The metal 3 layer:
Drawn at 3 px/um.
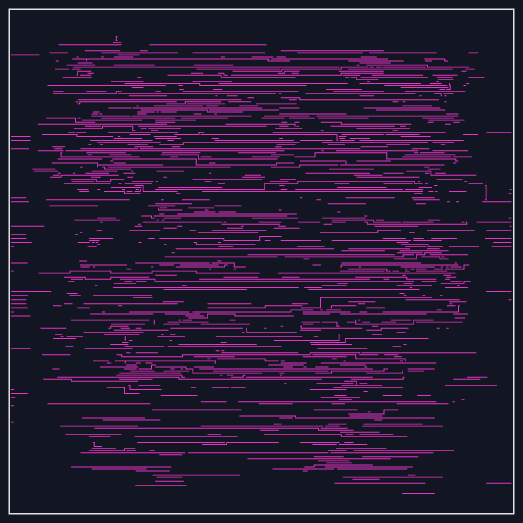
Clock wiring as the flow saved it:
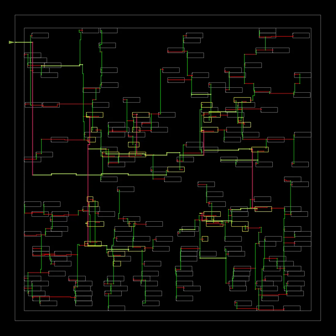
Register map, names as in the netlist:
Drawn at 2 px/um.
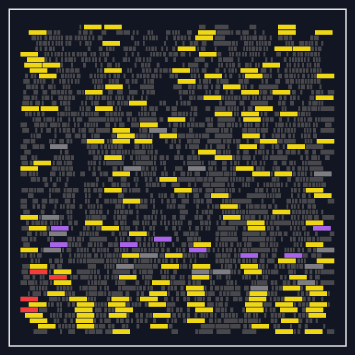
===== config.mk =====
export PLATFORM = sky130hd
export DESIGN_NAME = math_issue_queue_flat
export DESIGN_NICKNAME = d
export VERILOG_FILES = /design/src/rtl/math_issue_queue_if.sv /design/src/rtl/math_issue_queue.sv /design/src/flat_wrapper.sv
export SDC_FILE = /design/constraint.sdc
export NUM_CORES = 1
export LEC_CHECK = 0
export ABC_AREA = 1
export CORE_MARGIN = 5
export CORE_UTILIZATION = 56
export CTS_CLUSTER_SIZE = 24
export DETAILED_ROUTE_END_ITERATION = 6
export PLACE_DENSITY = 0.81
export SLEW_MARGIN = 20
export SYNTH_ARGS = -nofsm -noshare
export SYNTH_HDL_FRONTEND = slang
export SYNTH_SLANG_ARGS = --single-unit

===== constraint.sdc =====
create_clock -name cpu_clock_i -period 3.5 [get_ports cpu_clock_i]
set_clock_uncertainty 0.05 [all_clocks]
set_input_delay 0.7 -clock cpu_clock_i [delete_from_list [all_inputs] [get_ports cpu_clock_i]]
set_output_delay 0.7 -clock cpu_clock_i [all_outputs]
set_load 0.05 [all_outputs]

===== src/rtl/math_issue_queue_if.sv =====
// Issue-queue boundary: rename-side enqueue, wakeup broadcasts, and the EX00 issue port.
// Carries no clock or reset; the queue's timing lives in math_issue_queue.
interface math_issue_queue_if #(
    parameter int DEPTH = 8
);
    localparam int CNT_BITS = $clog2(DEPTH) + 1;

    logic                flush_i;
    logic                enq_valid_i;
    logic [17:0]         enq_data_i;
    logic                enq_rs1_rdy_i;
    logic                enq_rs2_rdy_i;
    logic                enq_ready_o;
    logic [5:0]          wk0_dest_i;
    logic                wk0_valid_i;
    logic [5:0]          wk1_dest_i;
    logic                wk1_valid_i;
    logic                issue_en_i;
    logic [17:0]         issue_data_o;
    logic                issue_valid_o;
    logic [CNT_BITS-1:0] count_o;

    modport master (
        output flush_i, enq_valid_i, enq_data_i, enq_rs1_rdy_i, enq_rs2_rdy_i,
        output wk0_dest_i, wk0_valid_i, wk1_dest_i, wk1_valid_i, issue_en_i,
        input  enq_ready_o, issue_data_o, issue_valid_o, count_o
    );

    modport slave (
        input  flush_i, enq_valid_i, enq_data_i, enq_rs1_rdy_i, enq_rs2_rdy_i,
        input  wk0_dest_i, wk0_valid_i, wk1_dest_i, wk1_valid_i, issue_en_i,
        output enq_ready_o, issue_data_o, issue_valid_o, count_o
    );
endinterface


===== src/rtl/math_issue_queue.sv =====
// Age-ordered collapsing issue queue; the oldest ready entry is presented combinationally (zero-latency select).
// Backpressure: enq_ready_o = !full; issue_en_i low holds the selected entry in place.
module math_issue_queue #(
    parameter int DEPTH = 8
) (
    input  logic              cpu_clock_i,
    input  logic              cpu_reset_ni,
    math_issue_queue_if.slave bus
);
    localparam int CNT_BITS = $clog2(DEPTH) + 1;
    localparam int IDX_W    = $clog2(DEPTH);

    typedef logic [17:0] tag_t;

    logic [DEPTH-1:0]    valid_q, valid_d;
    logic [DEPTH-1:0]    rdy1_q, rdy1_d;
    logic [DEPTH-1:0]    rdy2_q, rdy2_d;
    tag_t                tag_q [DEPTH];
    tag_t                tag_d [DEPTH];
    logic [CNT_BITS-1:0] count_q, count_d;

    logic                found;
    logic [IDX_W-1:0]    sel_idx;
    logic                full;
    logic                issue_fire;
    logic                enq_accept;
    logic [CNT_BITS-1:0] wr_idx;

    // One slot beyond the top reads as empty so the collapse shifts zeros in.
    logic [DEPTH:0]      v_ext, r1_ext, r2_ext;
    tag_t                t_ext [DEPTH+1];

    function automatic logic woken(input logic [5:0] ps,
                                   input logic w0v, input logic [5:0] w0d,
                                   input logic w1v, input logic [5:0] w1d);
        return (ps == 6'd0) || (w0v && (w0d == ps)) || (w1v && (w1d == ps));
    endfunction

    always_comb begin
        found   = 1'b0;
        sel_idx = '0;
        for (int i = DEPTH - 1; i >= 0; i--) begin
            if (valid_q[i] && rdy1_q[i] && rdy2_q[i]) begin
                found   = 1'b1;
                sel_idx = IDX_W'(i);
            end
        end
    end

    assign full       = (count_q == CNT_BITS'(DEPTH));
    assign issue_fire = found && !bus.flush_i && bus.issue_en_i;
    assign enq_accept = bus.enq_valid_i && !full && !bus.flush_i;
    assign wr_idx     = count_q - CNT_BITS'(issue_fire);

    always_comb begin
        v_ext  = {1'b0, valid_q};
        r1_ext = {1'b0, rdy1_q};
        r2_ext = {1'b0, rdy2_q};
        for (int i = 0; i < DEPTH; i++) t_ext[i] = tag_q[i];
        t_ext[DEPTH] = '0;
    end

    always_comb begin
        valid_d = '0;
        rdy1_d  = '0;
        rdy2_d  = '0;
        for (int i = 0; i < DEPTH; i++) tag_d[i] = '0;
        count_d = '0;
        if (!bus.flush_i) begin
            for (int i = 0; i < DEPTH; i++) begin
                if (issue_fire && (IDX_W'(i) >= sel_idx)) begin
                    valid_d[i] = v_ext[i+1];
                    rdy1_d[i]  = r1_ext[i+1];
                    rdy2_d[i]  = r2_ext[i+1];
                    tag_d[i]   = t_ext[i+1];
                end else begin
                    valid_d[i] = v_ext[i];
                    rdy1_d[i]  = r1_ext[i];
                    rdy2_d[i]  = r2_ext[i];
                    tag_d[i]   = t_ext[i];
                end
                if (valid_d[i]) begin
                    rdy1_d[i] = rdy1_d[i] | woken(tag_d[i][11:6], bus.wk0_valid_i, bus.wk0_dest_i,
                                                  bus.wk1_valid_i, bus.wk1_dest_i);
                    rdy2_d[i] = rdy2_d[i] | woken(tag_d[i][17:12], bus.wk0_valid_i, bus.wk0_dest_i,
                                                  bus.wk1_valid_i, bus.wk1_dest_i);
                end else begin
                    rdy1_d[i] = 1'b0;
                    rdy2_d[i] = 1'b0;
                    tag_d[i]  = '0;
                end
                // New entry lands just above the surviving entries, after any collapse.
                if (enq_accept && (CNT_BITS'(i) == wr_idx)) begin
                    valid_d[i] = 1'b1;
                    tag_d[i]   = bus.enq_data_i;
                    rdy1_d[i]  = bus.enq_rs1_rdy_i | woken(bus.enq_data_i[11:6], bus.wk0_valid_i,
                                                           bus.wk0_dest_i, bus.wk1_valid_i, bus.wk1_dest_i);
                    rdy2_d[i]  = bus.enq_rs2_rdy_i | woken(bus.enq_data_i[17:12], bus.wk0_valid_i,
                                                           bus.wk0_dest_i, bus.wk1_valid_i, bus.wk1_dest_i);
                end
            end
            count_d = count_q + CNT_BITS'(enq_accept) - CNT_BITS'(issue_fire);
        end
    end

    always_ff @(posedge cpu_clock_i or negedge cpu_reset_ni) begin
        if (!cpu_reset_ni) begin
            valid_q <= '0;
            rdy1_q  <= '0;
            rdy2_q  <= '0;
            for (int i = 0; i < DEPTH; i++) tag_q[i] <= '0;
            count_q <= '0;
        end else begin
            valid_q <= valid_d;
            rdy1_q  <= rdy1_d;
            rdy2_q  <= rdy2_d;
            for (int i = 0; i < DEPTH; i++) tag_q[i] <= tag_d[i];
            count_q <= count_d;
        end
    end

    assign bus.enq_ready_o   = !full;
    assign bus.issue_valid_o = found && !bus.flush_i;
    assign bus.issue_data_o  = found ? tag_q[sel_idx] : '0;
    assign bus.count_o       = count_q;
endmodule


===== src/flat_wrapper.sv =====
// flat-port wrapper written by rule: the top's interface ports become plain ports
module math_issue_queue_flat 
#(
    parameter int DEPTH = 8
)
  (cpu_clock_i, cpu_reset_ni, bus_flush_i, bus_enq_valid_i, bus_enq_data_i, bus_enq_rs1_rdy_i, bus_enq_rs2_rdy_i, bus_wk0_dest_i, bus_wk0_valid_i, bus_wk1_dest_i, bus_wk1_valid_i, bus_issue_en_i, bus_enq_ready_o, bus_issue_data_o, bus_issue_valid_o, bus_count_o);
  math_issue_queue_if #(.DEPTH(DEPTH)) bus_i ();
  input  logic cpu_clock_i;
  input  logic cpu_reset_ni;
  input wire logic [$bits(bus_i.flush_i)-1:0] bus_flush_i;
  input wire logic [$bits(bus_i.enq_valid_i)-1:0] bus_enq_valid_i;
  input wire logic [$bits(bus_i.enq_data_i)-1:0] bus_enq_data_i;
  input wire logic [$bits(bus_i.enq_rs1_rdy_i)-1:0] bus_enq_rs1_rdy_i;
  input wire logic [$bits(bus_i.enq_rs2_rdy_i)-1:0] bus_enq_rs2_rdy_i;
  input wire logic [$bits(bus_i.wk0_dest_i)-1:0] bus_wk0_dest_i;
  input wire logic [$bits(bus_i.wk0_valid_i)-1:0] bus_wk0_valid_i;
  input wire logic [$bits(bus_i.wk1_dest_i)-1:0] bus_wk1_dest_i;
  input wire logic [$bits(bus_i.wk1_valid_i)-1:0] bus_wk1_valid_i;
  input wire logic [$bits(bus_i.issue_en_i)-1:0] bus_issue_en_i;
  output wire logic [$bits(bus_i.enq_ready_o)-1:0] bus_enq_ready_o;
  output wire logic [$bits(bus_i.issue_data_o)-1:0] bus_issue_data_o;
  output wire logic [$bits(bus_i.issue_valid_o)-1:0] bus_issue_valid_o;
  output wire logic [$bits(bus_i.count_o)-1:0] bus_count_o;
  assign bus_i.flush_i = bus_flush_i;
  assign bus_i.enq_valid_i = bus_enq_valid_i;
  assign bus_i.enq_data_i = bus_enq_data_i;
  assign bus_i.enq_rs1_rdy_i = bus_enq_rs1_rdy_i;
  assign bus_i.enq_rs2_rdy_i = bus_enq_rs2_rdy_i;
  assign bus_i.wk0_dest_i = bus_wk0_dest_i;
  assign bus_i.wk0_valid_i = bus_wk0_valid_i;
  assign bus_i.wk1_dest_i = bus_wk1_dest_i;
  assign bus_i.wk1_valid_i = bus_wk1_valid_i;
  assign bus_i.issue_en_i = bus_issue_en_i;
  assign bus_enq_ready_o = bus_i.enq_ready_o;
  assign bus_issue_data_o = bus_i.issue_data_o;
  assign bus_issue_valid_o = bus_i.issue_valid_o;
  assign bus_count_o = bus_i.count_o;
  math_issue_queue #(.DEPTH(DEPTH)) u_core (.cpu_clock_i(cpu_clock_i), .cpu_reset_ni(cpu_reset_ni), .bus(bus_i));
endmodule

==> run summary <==
impl run done, here's what came out: clk buf depth 2, Fill cells 2116, EDFF count, synth 0, FF-to-FF setup slack 230 ps, Avg Cell Area, Syn 6.48 um2, number of global-route vias before repair 15.4k, synthesized area 13900 um2, Synth Net Count 2195, DP Worst Slack 20.6 ps, P_leak 7.37 nW, Worst Hold Class in2async, cts hold-fix bufs 0, Layout Nets 2254, Placed Area 15400 um2, Via density 6.60, antenna viol nets, final 0, CTS buffer count 17, mux frac, synth 0.162%, Max stage delay on crit path 430 ps, TritonCTS clock tree yes, Worst Path Arrival 2760 ps, Cell Pwr Density 338 nW/um2, met3 WL 9.81 mm, met1 wire length 23.1 mm, highest routed layer met5, Peak VDD IR 0.318 mV, yosys stat chip area 13900 um2, Final WS setup -7.22 ps, Final setup viols 2, initial antenna violation count 1, Hold WS 259 ps, Setup TNS -8.63 ps, largest net degree at the start of global routing 86, gp weighted congestion 1.07, setup repair after global routing missed its margin true, drt drc 0, Fmax 0.285 GHz, H-tree level count 4, Seq/Total Area, Yosys 30.9%, Rows 57, Slew Limit Headroom 40.4%, final std cells w/o fill 2544, Critical Path Source Type register, crit path cell chain nand3_1 > nand2_1 > nor2_4 > inv_2 > nor2_4 > inv_2 > nand2_8 > buf_12 > nor2_1 > a2111oi_2 > a21oi_1 > nor2_2 > buf_12, AO/OA Area Share 25.4%, Initial Utilization 57.0%, most used logic cell in the final layout nand2_1, overall power 5.59 mW, GRT Util Overall 42.5%, adder share 0.773%, max cap viols 0, clk root buf clkbuf_16, CP bufs+invs 4, status complete, but fails checks, Port Buffers 62, Pre-antenna DRT Iters 6, worst-margin pin slew 894 ps, yosys warns 0, kind of critical path reg2out, slowest cell on the critical path dfrtp_1, # diodes 0, IO Pins 63, Initial DRC Count 2799, Inst Count DP 2502, Remaining Overflow, GRT 0, synth unique cells 56, xor/xnor share 2.08%, clk slew on worst S/H paths 80 ps, Synth logic family simple AND/OR/NAND/NOR gates, failing checks negative setup slack, Die Width 168 um, area of the core 24400 um2, share of cells above drive strength 1 12.4%, Top Layout Cells 480 x nand2_1, 239 x inv_1, 203 x o21ai_0, 181 x nand3_1, 176 x nor2_1, Commonest flop dfrtp_1, total die area 28100 um2, met2 wire length 25.1 mm, Period Utilization, post-route 100%, minimum clock period 3510 ps, CP Max Fanout 9, crit end category primary output, cell area after layout 16500 um2, Critical Path RT 2750 ps
Notes on 'the metal 3 layer' above:
The layer holds 16% of the routed length. 415 nets have wire on it.
met3 Use GR: 14.0%
Routed WL: 61.8 mm
vias: 16.8k

Notes on 'clock wiring as the flow saved it' above:
clock sinks: 172
Clock Latency Late Sink: 450 ps
clock buffers: 18
sequential cells: 172

Notes on 'register map, names as in the netlist' above:
`u_core.t_ext`: drawn in yellow, flops 144, where all over the die. `u_core.bus.count_o`: drawn in red, flops 4, where bottom left. `u_core.rdy1_q`: drawn in purple, flops 8.
Another 16 sequential cells are not colored.

## layout make-up
class | instances | area (um2) | area share [%]
Clock inverter | 14 | 151 | 0.916
Tap cell | 324 | 405 | 2.45
Inverter | 255 | 957 | 5.79
Sequential cell | 172 | 4310 | 26.1
Timing Repair Buffer | 171 | 1810 | 11.0
Multi-Input combinational cell | 1590 | 8450 | 51.2
Clock buffer | 18 | 439 | 2.66
## path summary, 6_finish.rpt
| check | from | endpoint | cells past startpoint |
|---|---|---|---|
| setup / recovery | u_core.rdy2_q[2]$_DFF_PN0_ | bus_issue_data_o[0] | 13 |
| hold / removal | cpu_reset_ni | u_core.t_ext[149]$_DFFE_PN0P_ | 1 |
| setup reg to reg | u_core.valid_q[6]$_DFF_PN0_ | u_core.t_ext[142]$_DFF_PN0_ | 16 |
| hold reg to reg | u_core.t_ext[74]$_DFFE_PN0P_ | u_core.t_ext[74]$_DFFE_PN0P_ | 2 |
| max in group asynchronous | cpu_reset_ni | u_core.rdy1_q[5]$_DFF_PN0_ | 2 |
| min in group cpu_clock_i | u_core.t_ext[74]$_DFFE_PN0P_ | u_core.t_ext[74]$_DFFE_PN0P_ | 2 |
## layer usage
metal,vias up,track usage [%]
met1,7587,57.7
li1,7428,-
met4,2,20.3
met2,1452,61.3
met3,330,14.0
met5,-,0
## power by group
part / total (mW) / internal [mW] / leakage (nW) / switching, mW
Sequential: 2.15 / 2.08 / 2.39 / 0.0690
Clock: 1.98 / 0.975 / 0.288 / 1.00
Combinational: 1.47 / 0.468 / 4.69 / 0.998
Total: 5.59 / 3.52 / 7.37 / 2.07
## cell usage after synthesis, types with 23 or more instances
library cell / count / area share (%)
a211oi_1: 98 / 5.3
a21oi_1: 99 / 3.6
a31oi_1: 23 / 1.0
clkbuf_1: 88 / 2.4
dfrtp_1: 172 / 31
inv_1: 242 / 6.5
nand2_1: 483 / 13
nand3_1: 182 / 6.5
nand4_1: 34 / 1.5
nor2_1: 192 / 5.2
o21ai_0: 205 / 7.4
o21ai_1: 38 / 1.4
o22ai_1: 62 / 2.8
xor2_1: 29 / 1.8
## state kept, by name (all words and copies together) (netlist names)
name and count:
u_core.valid_q 8, u_core.t_ext 144, u_core.rdy2_q 8, u_core.rdy1_q 8
u_core.bus.count_o 4
## logic make-up (layout without fill, tap and decap cells)
logic type / after synthesis / after routing
buffers and inverters: 386 / 458
xor gates and xnor gates: 33 / 33
adders and majority gates: 8 / 8
DFF: 172 / 172
muxes: 2 / 2
AOI/OAI and AO/OA: 590 / 590
and+or+nand+nor: 957 / 957
## timing repair
action / in CTS / in global routing
resized: 34 / 62
buffers inserted: 4 / 3
pin swaps: 10 / 14
endpoints found under the setup margin: 18 / 49
gates cloned: 1 / 2
Power is estimated from default activity; no workload was simulated.
